--- src/rtl/pipeline_reg_wb_elastic.sv ---
// MEM/WB elastic pipeline register: head entry plus one skid entry behind a
// valid/ready handshake, with flush, x0 write suppression and a stall counter.
module pipeline_reg_wb_elastic #(
  parameter int DATA_W        = 32,
  parameter int IDX_W         = 5,
  parameter bit ZERO_SUPPRESS = 1'b1,
  parameter int CNT_W         = 16
) (
  input  logic              clk,
  input  logic              reset,
  input  logic              flush,
  input  logic              in_valid,
  output logic              in_ready,
  input  logic [DATA_W-1:0] wb_data_in,
  input  logic              reg_write_in,
  input  logic [IDX_W-1:0]  rd_idx_in,
  output logic              out_valid,
  input  logic              out_ready,
  output logic [DATA_W-1:0] wb_data_out,
  output logic              reg_write_out,
  output logic [IDX_W-1:0]  rd_idx_out,
  output logic [CNT_W-1:0]  stall_cnt
);

  // Handshake: a payload moves on a side when valid && ready at the rising
  // edge; in_ready comes from stored state only, never from out_ready.
  logic [DATA_W-1:0] head_data, skid_data;
  logic              head_we, skid_we;
  logic [IDX_W-1:0]  head_idx, skid_idx;
  logic              head_valid, skid_valid;
  logic              accept, consume;

  assign in_ready = !skid_valid;
  assign accept   = in_valid && in_ready;
  assign consume  = head_valid && out_ready;

  always_ff @(posedge clk) begin
    if (!reset) begin
      head_data  <= '0;
      head_we    <= 1'b0;
      head_idx   <= '0;
      head_valid <= 1'b0;
      skid_data  <= '0;
      skid_we    <= 1'b0;
      skid_idx   <= '0;
      skid_valid <= 1'b0;
    end else if (flush) begin
      head_valid <= 1'b0;
      skid_valid <= 1'b0;
    end else if (!head_valid || consume) begin
      // Head is free this cycle; the skid entry is older than any new input.
      if (skid_valid) begin
        head_data  <= skid_data;
        head_we    <= skid_we;
        head_idx   <= skid_idx;
        head_valid <= 1'b1;
        skid_valid <= 1'b0;
      end else if (accept) begin
        head_data  <= wb_data_in;
        head_we    <= reg_write_in;
        head_idx   <= rd_idx_in;
        head_valid <= 1'b1;
      end else begin
        head_valid <= 1'b0;
      end
    end else if (accept) begin
      skid_data  <= wb_data_in;
      skid_we    <= reg_write_in;
      skid_idx   <= rd_idx_in;
      skid_valid <= 1'b1;
    end
  end

  always_ff @(posedge clk) begin
    if (!reset) begin
      stall_cnt <= '0;
    end else if (head_valid && !out_ready && (stall_cnt != '1)) begin
      stall_cnt <= stall_cnt + 1'b1;
    end
  end

  assign out_valid     = head_valid;
  assign wb_data_out   = head_data;
  assign rd_idx_out    = head_idx;
  assign reg_write_out = head_valid && head_we &&
                         !(ZERO_SUPPRESS && (head_idx == '0));

endmodule

--- config.mk ---
export PLATFORM = sky130hd
export DESIGN_NAME = pipeline_reg_wb_elastic
export DESIGN_NICKNAME = d
export VERILOG_FILES = /design/src/rtl/pipeline_reg_wb_elastic.sv
export SDC_FILE = /design/constraint.sdc
export NUM_CORES = 1
export LEC_CHECK = 0
export CORE_AREA = 2 2 166 87
export CTS_CLUSTER_SIZE = 8
export DETAILED_ROUTE_END_ITERATION = 8
export DIE_AREA = 0 0 168 89
export MAX_ROUTING_LAYER = met4
export PLACE_DENSITY = 0.6
export SLEW_MARGIN = 15
export SYNTH_ARGS = -nofsm -noshare
export SYNTH_HDL_FRONTEND = slang
export SYNTH_SLANG_ARGS = --single-unit
--- constraint.sdc ---
create_clock -name clk -period 1.49 [get_ports clk]
set_input_delay 0.3725 -clock clk [delete_from_list [all_inputs] [get_ports clk]]
set_output_delay 0.3725 -clock clk [all_outputs]
set_load 0.02 [all_outputs]
**Run 1: register map, names as in the netlist**

Other sequential cells in the stronger gray, the rest of the logic in the fainter gray.
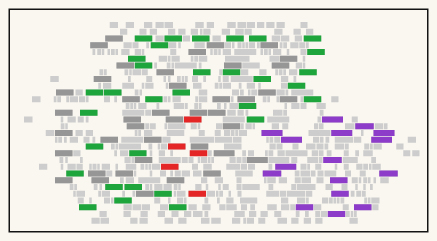
- rd_idx_out: red (placed flops 5)
- stall_cnt: purple (placed flops 16)
- wb_data_out: green (placed flops 32)

**Run 1: placed cells, one color a class**

Bar = 50 um.
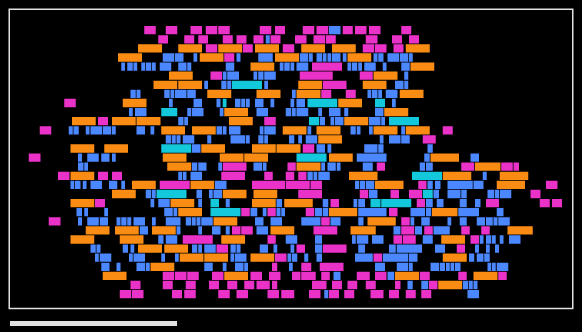
- remaining logic cells: blue (cells 328; share of their area 35%)
- clock drivers and dummy loads: cyan (cells 16; share of their area 5.0%)
- remaining buffers and delay cells: magenta (cells 149; share of their area 26%)
- registers: orange (cells 94; share of their area 33%)

**Run 1: routing congestion map**

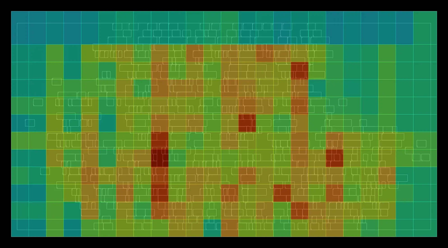
Final Util: 44.8%
met3 Usage GRT: 3.50%
global route hottest layer: met2
M2 GR Usage: 26.7%
met1 usage: 17.6%

==> metrics.csv, run 1 <==
metric,value,unit
largest_area_cell,dfxtp_1,
firstDrtPassIters,4,
buf_share,25.4,%
mux_area_share,11.1,%
wl_per_cell,14.5,um
dp_slack,-569,ps
layout_setup_ws,-342,ps
status,finished with violations,
path_cells,or3_1 -> o311a_1 -> buf_6,
finalSetupViolCount,3,
hold_ws,440,ps
hpwl,7180,um
grt_pass1_wl,17400,um
first_global_vias,3411,
r2r-start,stall_cnt[1]$_SDFFE_PN0P_,
cts.sinks,94,
worstHoldPathCells,3,
cts_tree,built,
clock-root-buffer,clkbuf_16,
crit_buf_inv,1,
taps,176,
path_clk_slew,70,ps
maxSlewViolCount,0,
cts-buffers-inserted,9,
hp-class,in2reg,
cts_buffer_depth,2,
synth-edff-count,0,
compound_area_share,16.0,%
p_int,4.12,mW
clk_share,4.77,%
synth_adder_area_share,0.315,%
p_seq_share,47.7,%
chip_area,15000,um^2
grt_overflow,0,
violations,setup timing,
period_minus_slack,1830,ps
simple_gate_area_share,20.7,%
avgSynthCellArea,8.72,um^2
signal_buffers,149,
comb_cells,322,
comb_area_share,33.6,%
crit_family,simple AND/OR/NAND/NOR gates,
maxPowerGroup,registers,
rows,30,
## Run 2: what changed since run 1
- CELL_PAD_IN_SITES_DETAIL_PLACEMENT: unset -> 1
- CELL_PAD_IN_SITES_GLOBAL_PLACEMENT: unset -> 1
- PLACE_DENSITY: 0.6 -> 0.75
- TNS_END_PERCENT: unset -> 10
==> metrics.csv, run 2 <==
metric,value,unit,change
route.met3.wl,253,um,was 335 um
p_int,4.25,mW,was 4.12 mW
antenna_found_initial,0,,unchanged
worstHoldPathCells,2,,was 3
p_seq,2.63,mW,was 2.62 mW
nClkBuffers,10,,was 11
dp_slack,-574,ps,was -569 ps
hpwl,8330,um,was 7180 um
avgSynthCellArea,8.72,um^2,unchanged
cts-buffers-inserted,9,,unchanged
gp_congestion,0.757,,was 0.780
gr-usage-met3,3.23,%,was 3.50%
synth_adder_area_share,0.315,%,unchanged
globalRoute.busiestLayer,met2,,unchanged
r2r-start,out_valid$_SDFFE_PP0P_,,was stall_cnt[1]$_SDFFE_PN0P_
taps,176,,unchanged
period_minus_slack,1870,ps,was 1830 ps
path_clk_slew,70,ps,about the same
clk_share,4.95,%,was 4.77%
utilization,45.1,%,was 44.8%
synth-edff-count,0,,unchanged
drt-met1-wl,5460,um,was 5080 um
grt_util_met2,32.0,%,was 26.7%
seq_area,1910,um^2,was 1920 um^2
rsz0062_at_grt,true,,unchanged
largest_area_cell,dfxtp_1,,unchanged
ys_seq_elements,94,,unchanged
grt_max_degree,39,,was 41
buf_share,25.2,%,was 25.4%
clock-root-buffer,clkbuf_16,,unchanged
grt_pass1_wl,19700,um,was 17400 um
wl_per_cell,16.1,um,was 14.5 um
startpoint,rd_idx_out[4]$_SDFFE_PN0P_,,unchanged
maxPowerGroup,registers,,unchanged
post-synth-top-count-cell,dfxtp_1,,unchanged
hp-class,reg2reg,,was in2reg
finalSetupViolCount,6,,was 3
layout_setup_ws,-377,ps,was -342 ps
p_seq_share,46.4,%,was 47.7%
swShare,25.1,%,about the same
cts_buffer_depth,2,,unchanged
comb_area_share,34.1,%,was 33.6%
routed.top_layer,met4,,unchanged
chip_area,15000,um^2,unchanged
use_met1,19.4,%,was 17.6%
cts.sinks,94,,unchanged
inverters,6,,unchanged
maxSlewViolCount,0,,unchanged
period_used_share,125,%,was 123%
comb_cells,322,,unchanged
path_cells,or3_1 -> o311a_1 -> buf_2,,was or3_1 -> o311a_1 -> buf_6
mux_area_share,11.1,%,unchanged
path_max_fanout,2,,unchanged
cts_tree,built,,unchanged
crit_family,simple AND/OR/NAND/NOR gates,,unchanged
hold_ws,456,ps,was 440 ps
cp.depth,3,,unchanged
status,finished with violations,,unchanged
first_global_vias,3942,,was 3411
cts_setup_buffers,2,,was 3
compound_area_share,16.0,%,unchanged
firstDrtPassIters,4,,unchanged
simple_gate_area_share,20.7,%,unchanged
drt_iter0_markers,98,,was 183
violations,setup timing,,unchanged
htreeDepth,3,,unchanged
signal_buffers,157,,was 149
grt_overflow,0,,unchanged
crit_buf_inv,1,,unchanged
**Run 2: placed cells, one color a class**

Bar = 50 um.
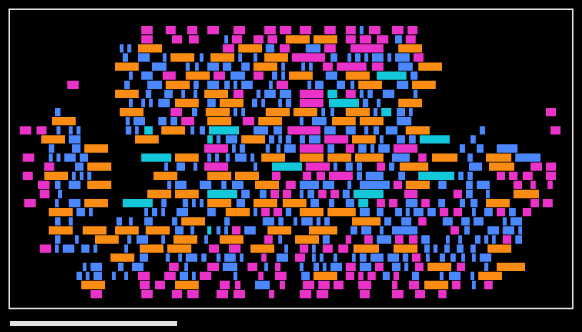
Std-Cell Rows: 30
flop share of the area: 31.8%
final instance area: 6010 um^2
total core area: 13300 um^2

**Run 2: register map, names as in the netlist**

Other sequential cells in the stronger gray, the rest of the logic in the fainter gray.
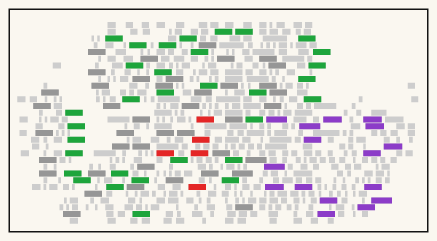
- wb_data_out: green (placed flops 32)
- rd_idx_out: red (placed flops 5)
- stall_cnt: purple (placed flops 16)
- not colored: 41

**Run 2: power grid**

Pins as bars on the die edge. Tap cells in gray.
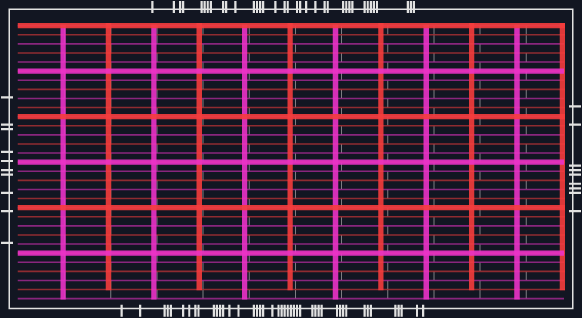
- VDD: red
- VSS: magenta
- met1 rails: 31
- rows: 30
- tap cells: 176
- signal pins: 99

Power and IR drop assume default switching activity.
